### Supply network

Pins as bars on the die edge. Tap cells in grey.
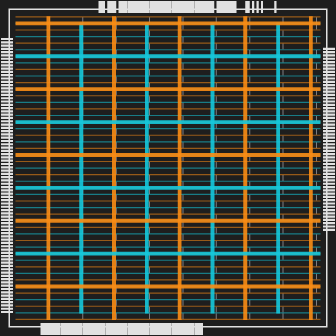
### Placed cells, one colour a class

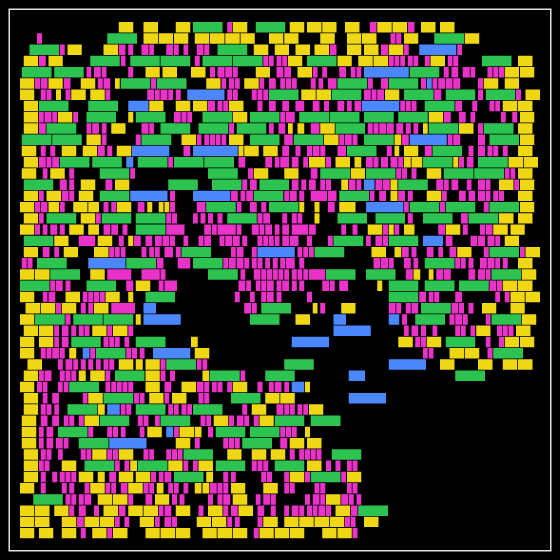
### Clock wires, drivers and flops

Bar = 50 µm.
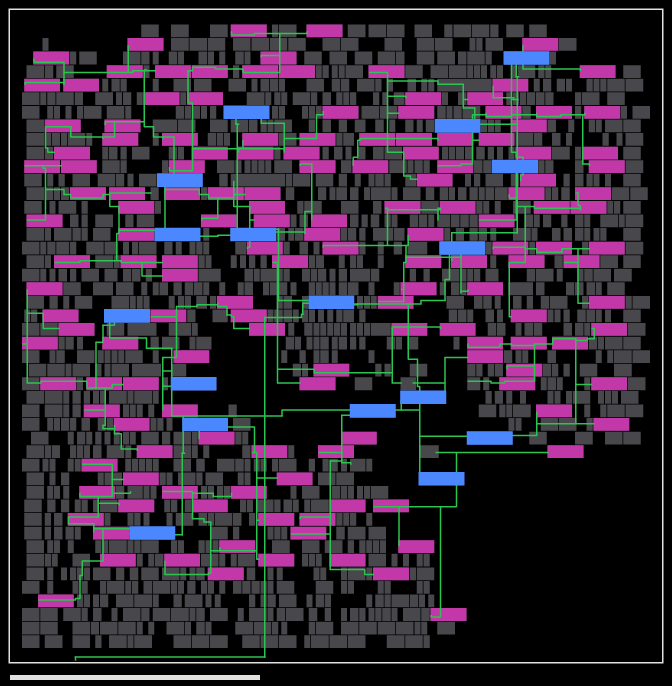
### Wiring by layer

Bar = 50 µm.
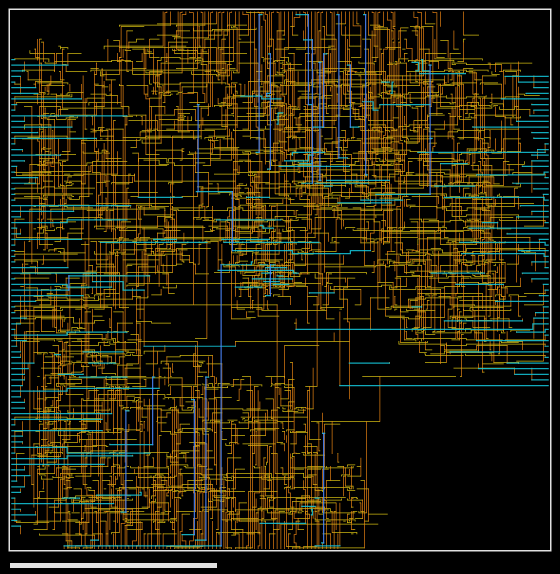
### Congestion heat map

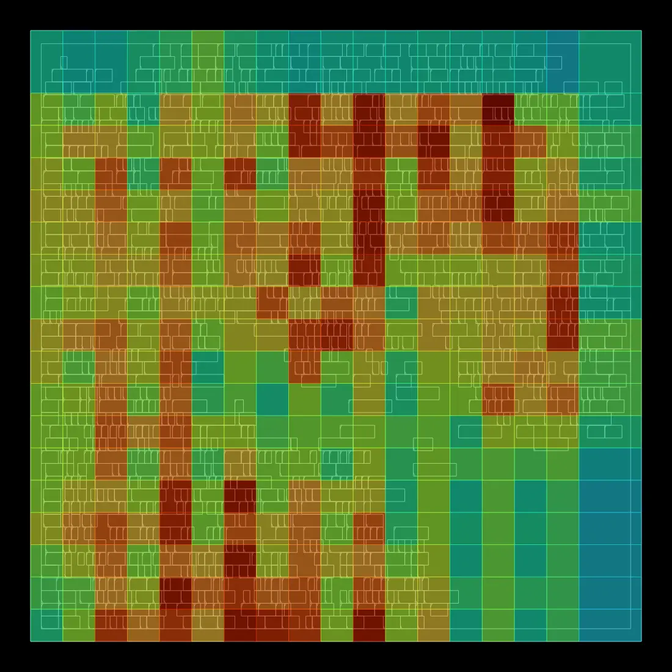
**config.mk**
```make
export PLATFORM = sky130hd
export DESIGN_NAME = pipe_mem_arbiter_flat
export DESIGN_NICKNAME = d
export VERILOG_FILES = /design/src/rtl/pipe_mem_arbiter_if.sv /design/src/rtl/pipe_mem_arbiter.sv /design/src/flat_wrapper.sv
export SDC_FILE = /design/constraint.sdc
export NUM_CORES = 1
export LEC_CHECK = 0
export ABC_AREA = 1
export CORE_MARGIN = 2
export CORE_UTILIZATION = 40
export DETAILED_ROUTE_END_ITERATION = 10
export GPL_ROUTABILITY_DRIVEN = 1
export GPL_TIMING_DRIVEN = 0
export MAX_ROUTING_LAYER = met4
export PLACE_DENSITY = 0.84
export SLEW_MARGIN = 20
export SYNTH_ARGS = -nofsm -noshare
export SYNTH_HDL_FRONTEND = slang
export SYNTH_SLANG_ARGS = --single-unit
```
**constraint.sdc**
```tcl
create_clock -name i_clk -period 3 [get_ports i_clk]
set_input_delay 0.3 -clock i_clk [delete_from_list [all_inputs] [get_ports i_clk]]
set_output_delay 0.3 -clock i_clk [all_outputs]
set_load 0.01 [all_outputs]
```
**src/rtl/pipe_mem_arbiter_if.sv**
```systemverilog
// pipe_mem_arbiter_if: memory-side bus between the arbiter and the unified memory.
//   master (arbiter): drives o_mem_req/wren/addr/wdata/bmask, samples i_mem_ack/i_mem_rdata.
//   slave  (memory) : the reverse.
// Signal names are given from the arbiter's point of view.
interface pipe_mem_arbiter_if;
    logic        o_mem_req;
    logic        o_mem_wren;
    logic [31:0] o_mem_addr;
    logic [31:0] o_mem_wdata;
    logic [3:0]  o_mem_bmask;
    logic        i_mem_ack;
    logic [31:0] i_mem_rdata;

    modport master (
        output o_mem_req, o_mem_wren, o_mem_addr, o_mem_wdata, o_mem_bmask,
        input  i_mem_ack, i_mem_rdata
    );
    modport slave (
        input  o_mem_req, o_mem_wren, o_mem_addr, o_mem_wdata, o_mem_bmask,
        output i_mem_ack, i_mem_rdata
    );
endinterface

```
**src/rtl/pipe_mem_arbiter.sv**
```systemverilog
// pipe_mem_arbiter: shares one single-ported memory between instruction fetch (IF)
// and the load/store unit (LS). LS has priority; a fairness counter forces an IF
// grant after MAX_LS_BURST consecutive LS grants while IF waits. Each access runs
// IDLE -> ISSUE -> RESP; a missing ack is aborted after TIMEOUT_CYC ISSUE cycles.
// Ports:
//   i_clk, i_rst                 clock, synchronous active-high reset
//   i_if_req/addr/kill           fetch request, address, pipeline flush
//   o_if_valid/rdata, o_stall_if fetch response strobe/data, fetch stall
//   i_ls_req/wren/addr/wdata/bmask  load/store request
//   o_ls_valid/rdata, o_stall_ls LS response strobe/data, LS stall
//   o_err                        strobes with a response whose access timed out
//   mem                          memory bus (pipe_mem_arbiter_if.master)
module pipe_mem_arbiter #(
    parameter int unsigned MAX_LS_BURST = 4,
    parameter int unsigned TIMEOUT_CYC  = 64
) (
    input  logic        i_clk,
    input  logic        i_rst,
    input  logic        i_if_req,
    input  logic [31:0] i_if_addr,
    input  logic        i_if_kill,
    output logic        o_if_valid,
    output logic [31:0] o_if_rdata,
    output logic        o_stall_if,
    input  logic        i_ls_req,
    input  logic        i_ls_wren,
    input  logic [31:0] i_ls_addr,
    input  logic [31:0] i_ls_wdata,
    input  logic [3:0]  i_ls_bmask,
    output logic        o_ls_valid,
    output logic [31:0] o_ls_rdata,
    output logic        o_stall_ls,
    output logic        o_err,
    pipe_mem_arbiter_if.master mem
);
    typedef enum logic [1:0] {S_IDLE, S_ISSUE, S_RESP} state_e;

    localparam logic [3:0] FAIR_MAX = 4'(MAX_LS_BURST);
    localparam logic [7:0] TMO_LAST = 8'(TIMEOUT_CYC - 1);

    state_e      state_q, state_d;
    logic        owner_if_q, owner_if_d;
    logic [3:0]  fair_q, fair_d;
    logic        kill_q, kill_d;
    logic [7:0]  tmo_q, tmo_d;
    logic        mem_req_q, mem_req_d;
    logic        mem_wren_q, mem_wren_d;
    logic [31:0] mem_addr_q, mem_addr_d;
    logic [31:0] mem_wdata_q, mem_wdata_d;
    logic [3:0]  mem_bmask_q, mem_bmask_d;
    logic        if_valid_q, if_valid_d;
    logic [31:0] if_rdata_q, if_rdata_d;
    logic        ls_valid_q, ls_valid_d;
    logic [31:0] ls_rdata_q, ls_rdata_d;
    logic        err_q, err_d;

    logic        grant_if, done, timed_out;
    logic [31:0] rd;

    always_comb begin
        state_d     = state_q;
        owner_if_d  = owner_if_q;
        fair_d      = fair_q;
        kill_d      = kill_q;
        tmo_d       = tmo_q;
        mem_req_d   = mem_req_q;
        mem_wren_d  = mem_wren_q;
        mem_addr_d  = mem_addr_q;
        mem_wdata_d = mem_wdata_q;
        mem_bmask_d = mem_bmask_q;
        if_rdata_d  = if_rdata_q;
        ls_rdata_d  = ls_rdata_q;
        if_valid_d  = 1'b0;
        ls_valid_d  = 1'b0;
        err_d       = 1'b0;
        grant_if    = 1'b0;
        done        = 1'b0;
        timed_out   = 1'b0;
        rd          = '0;

        case (state_q)
            S_IDLE: begin
                if (!i_if_req) fair_d = '0;
                if (i_if_req || i_ls_req) begin
                    grant_if   = i_if_req && (!i_ls_req || fair_q == FAIR_MAX);
                    owner_if_d = grant_if;
                    mem_req_d  = 1'b1;
                    state_d    = S_ISSUE;
                    if (grant_if) begin
                        mem_wren_d  = 1'b0;
                        mem_addr_d  = i_if_addr;
                        mem_wdata_d = '0;
                        mem_bmask_d = 4'hF;
                        fair_d      = '0;
                    end else begin
                        mem_wren_d  = i_ls_wren;
                        mem_addr_d  = i_ls_addr;
                        mem_wdata_d = i_ls_wdata;
                        mem_bmask_d = i_ls_wren ? i_ls_bmask : 4'hF;
                        // LS overtook a waiting fetch: count toward the forced IF grant.
                        if (i_if_req && fair_q != FAIR_MAX) fair_d = fair_q + 4'd1;
                    end
                end
            end
            S_ISSUE: begin
                if (owner_if_q && i_if_kill) kill_d = 1'b1;
                if (mem.i_mem_ack) begin
                    done = 1'b1;
                    rd   = mem_wren_q ? 32'h0 : mem.i_mem_rdata;
                end else if (tmo_q == TMO_LAST) begin
                    done      = 1'b1;
                    timed_out = 1'b1;
                end else begin
                    tmo_d = tmo_q + 8'd1;
                end
                if (done) begin
                    mem_req_d = 1'b0;
                    state_d   = S_RESP;
                    // Strobes are registered so they appear during RESP; a kill
                    // arriving in the final ISSUE cycle must still suppress them.
                    if (owner_if_q) begin
                        if (!(kill_q || i_if_kill)) begin
                            if_valid_d = 1'b1;
                            if_rdata_d = rd;
                            err_d      = timed_out;
                        end
                    end else begin
                        ls_valid_d = 1'b1;
                        ls_rdata_d = rd;
                        err_d      = timed_out;
                    end
                end
            end
            S_RESP: begin
                kill_d  = 1'b0;
                tmo_d   = '0;
                state_d = S_IDLE;
            end
            default: state_d = S_IDLE;
        endcase
    end

    always_ff @(posedge i_clk) begin
        if (i_rst) begin
            state_q     <= S_IDLE;
            owner_if_q  <= 1'b0;
            fair_q      <= '0;
            kill_q      <= 1'b0;
            tmo_q       <= '0;
            mem_req_q   <= 1'b0;
            mem_wren_q  <= 1'b0;
            mem_addr_q  <= '0;
            mem_wdata_q <= '0;
            mem_bmask_q <= '0;
            if_valid_q  <= 1'b0;
            if_rdata_q  <= '0;
            ls_valid_q  <= 1'b0;
            ls_rdata_q  <= '0;
            err_q       <= 1'b0;
        end else begin
            state_q     <= state_d;
            owner_if_q  <= owner_if_d;
            fair_q      <= fair_d;
            kill_q      <= kill_d;
            tmo_q       <= tmo_d;
            mem_req_q   <= mem_req_d;
            mem_wren_q  <= mem_wren_d;
            mem_addr_q  <= mem_addr_d;
            mem_wdata_q <= mem_wdata_d;
            mem_bmask_q <= mem_bmask_d;
            if_valid_q  <= if_valid_d;
            if_rdata_q  <= if_rdata_d;
            ls_valid_q  <= ls_valid_d;
            ls_rdata_q  <= ls_rdata_d;
            err_q       <= err_d;
        end
    end

    assign mem.o_mem_req   = mem_req_q;
    assign mem.o_mem_wren  = mem_wren_q;
    assign mem.o_mem_addr  = mem_addr_q;
    assign mem.o_mem_wdata = mem_wdata_q;
    assign mem.o_mem_bmask = mem_bmask_q;

    assign o_if_valid = if_valid_q;
    assign o_if_rdata = if_rdata_q;
    assign o_ls_valid = ls_valid_q;
    assign o_ls_rdata = ls_rdata_q;
    assign o_err      = err_q;
    assign o_stall_if = i_if_req & ~if_valid_q;
    assign o_stall_ls = i_ls_req & ~ls_valid_q;
endmodule

```
**src/flat_wrapper.sv**
```systemverilog
// flat-port wrapper written by rule: the top's interface ports become plain ports
module pipe_mem_arbiter_flat 
#(
    parameter int unsigned MAX_LS_BURST = 4,
    parameter int unsigned TIMEOUT_CYC  = 64
)
  (i_clk, i_rst, i_if_req, i_if_addr, i_if_kill, o_if_valid, o_if_rdata, o_stall_if, i_ls_req, i_ls_wren, i_ls_addr, i_ls_wdata, i_ls_bmask, o_ls_valid, o_ls_rdata, o_stall_ls, o_err, mem_o_mem_req, mem_o_mem_wren, mem_o_mem_addr, mem_o_mem_wdata, mem_o_mem_bmask, mem_i_mem_ack, mem_i_mem_rdata);
  pipe_mem_arbiter_if mem_i ();
  input  logic i_clk;
  input  logic i_rst;
  input  logic i_if_req;
  input  logic [31:0] i_if_addr;
  input  logic i_if_kill;
  output logic o_if_valid;
  output logic [31:0] o_if_rdata;
  output logic o_stall_if;
  input  logic i_ls_req;
  input  logic i_ls_wren;
  input  logic [31:0] i_ls_addr;
  input  logic [31:0] i_ls_wdata;
  input  logic [3:0] i_ls_bmask;
  output logic o_ls_valid;
  output logic [31:0] o_ls_rdata;
  output logic o_stall_ls;
  output logic o_err;
  output wire logic [$bits(mem_i.o_mem_req)-1:0] mem_o_mem_req;
  output wire logic [$bits(mem_i.o_mem_wren)-1:0] mem_o_mem_wren;
  output wire logic [$bits(mem_i.o_mem_addr)-1:0] mem_o_mem_addr;
  output wire logic [$bits(mem_i.o_mem_wdata)-1:0] mem_o_mem_wdata;
  output wire logic [$bits(mem_i.o_mem_bmask)-1:0] mem_o_mem_bmask;
  input wire logic [$bits(mem_i.i_mem_ack)-1:0] mem_i_mem_ack;
  input wire logic [$bits(mem_i.i_mem_rdata)-1:0] mem_i_mem_rdata;
  assign mem_o_mem_req = mem_i.o_mem_req;
  assign mem_o_mem_wren = mem_i.o_mem_wren;
  assign mem_o_mem_addr = mem_i.o_mem_addr;
  assign mem_o_mem_wdata = mem_i.o_mem_wdata;
  assign mem_o_mem_bmask = mem_i.o_mem_bmask;
  assign mem_i.i_mem_ack = mem_i_mem_ack;
  assign mem_i.i_mem_rdata = mem_i_mem_rdata;
  pipe_mem_arbiter #(.MAX_LS_BURST(MAX_LS_BURST), .TIMEOUT_CYC(TIMEOUT_CYC)) u_core (.i_clk(i_clk), .i_rst(i_rst), .i_if_req(i_if_req), .i_if_addr(i_if_addr), .i_if_kill(i_if_kill), .o_if_valid(o_if_valid), .o_if_rdata(o_if_rdata), .o_stall_if(o_stall_if), .i_ls_req(i_ls_req), .i_ls_wren(i_ls_wren), .i_ls_addr(i_ls_addr), .i_ls_wdata(i_ls_wdata), .i_ls_bmask(i_ls_bmask), .o_ls_valid(o_ls_valid), .o_ls_rdata(o_ls_rdata), .o_stall_ls(o_stall_ls), .o_err(o_err), .mem(mem_i));
endmodule
```
==> changes_impl.md <==
### Metrics

- Status: finished clean
- Worst setup margin: 1060 ps
- # resized after CTS: 0
- Yosys aoi share: 9.632%
- Crit path to: o_stall_ls
- Initial DRC Count: 379
- Well Taps: 216
- First-pass GRT wire length: 32120 µm
- Reg-to-Reg End: u_core.mem.o_mem_addr[17]
- Mapped Cells: 934
- Simple share: 32.29%
- Crit path buf inv count: 3
- Die width: 130.7 µm
- Sink of the worst hold path: u_core.mem.o_mem_wdata[25]
- H-tree depth: 4
- Vias in the first global route: 6785
- Final net count: 1372
- Setup crit start: i_ls_req
- Xor/xnor share: 0.2730%
- Post-CTS Setup Inserts: 0
- Post-synth EDFFs: 0
- Registers: 153
- Port-buffer cells: 277
- Unrepaired setup endpoints after global routing: false
- Most common cell in the netlist: nand2_1
- Total CTS buffers: 17
- Final non-filler cell total: 1461
- Post-Syn Area: 0.006417 mm²
- Dominant combinational family: simple AND/OR/NAND/NOR gates
- Cell Pwr Density: 540.8 mW/mm²
- Via density: 4.818
- Fill cells: 1385
- R2R cell count: 10
- Wire per inst: 14.05 µm
- Total power: 5.440 mW
- Flops & latches, synth: 153
- DRC: 0
- Vias: 7039
- Logic share of the area: 27.29%
- Routed wl met2: 10070 µm
- Reg2Reg Setup Slack: 1180 ps
- Commonest Layout Cell: clkdlybuf4s50_1
- Sequential share of cell area: 30.45%
- Top-area cell share: 47.73%
- Synth top area cells: dfxtp_1 (48%), nand2_1 (14%), nor2_1 (10%)
- TNS Setup: 0 ps
- Max clock buf depth: 2
- Most frequent cells in the layout: clkdlybuf4s50_1 (277), nand2_1 (243), nor2_1 (178), dfxtp_1 (153), inv_1 (86)
- Log Warnings: 27
- Layout cells sized above 1: 6.275%
- Hold Path Depth: 3
- Non-clk invs: 94
- Critical path arrival: 1640 ps
- WS Path Type: in -> out
- DR top layer: met4
- Final WL: 20520 µm
- Slew @ Worst Pin: 608.2 ps
- Unique cell types: 25
- Startpoint Class: input port
Notes on 'Supply network' above:
- VSS: orange
- VDD: cyan
- met1 rails: 47
- met4 straps: 9
- rows: 46
- signal pins: 278
- met5 straps: 9

Notes on 'Placed cells, one colour a class' above:
- combinational and other logic: magenta (cells 729; share of their area 32%)
- clock drivers and dummy loads: blue (cells 32; share of their area 6.1%)
- other buffers and delay cells: yellow (cells 329; share of their area 31%)
- flops: green (cells 153; share of their area 31%)

Notes on 'Clock wires, drivers and flops' above:
- flip-flops: magenta (count 153)
- clock wires: green (length 1990 µm)
- clock drivers: blue (count 17)
- routed clock nets: 18

Notes on 'Wiring by layer' above:
- metal 1: yellow (wire length 8060 µm)
- metal 4: blue (wire length 537 µm)
- metal 2: orange (wire length 10100 µm)
- metal 3: cyan (wire length 1860 µm)

Notes on 'Congestion heat map' above:
Finished Core Util: 63.78%
global route hottest layer: met2
M3 GR Usage: 7.533%

[registers in the layout, summed over array words and instances (netlist names), 2 cells and up]
| register | count |
|---|---|
| u_core.mem.o_mem_wdata | 32 |
| u_core.o_ls_rdata | 32 |
| u_core.state_q | 2 |
| u_core.mem.o_mem_bmask | 4 |
| u_core.tmo_q | 8 |
| u_core.o_if_rdata | 32 |
| u_core.fair_q | 4 |
| u_core.mem.o_mem_addr | 32 |
[cells by family (layout without fill, tap and decap cells)]
logic type	Yosys count	after routing
compound gates	119	119
flops	153	153
simple gates	511	511
buf+inv	146	455
xor+xnor	2	2
fa+ha+maj	3	3
other cells	0	2
[power breakdown]
group / internal, mW / switching [mW] / total, mW
Combinational: 0.524 / 0.514 / 1.04
Sequential: 2.16 / 0.0681 / 2.23
Clock: 1.28 / 0.892 / 2.17
Power is estimated from default activity; no workload was simulated.
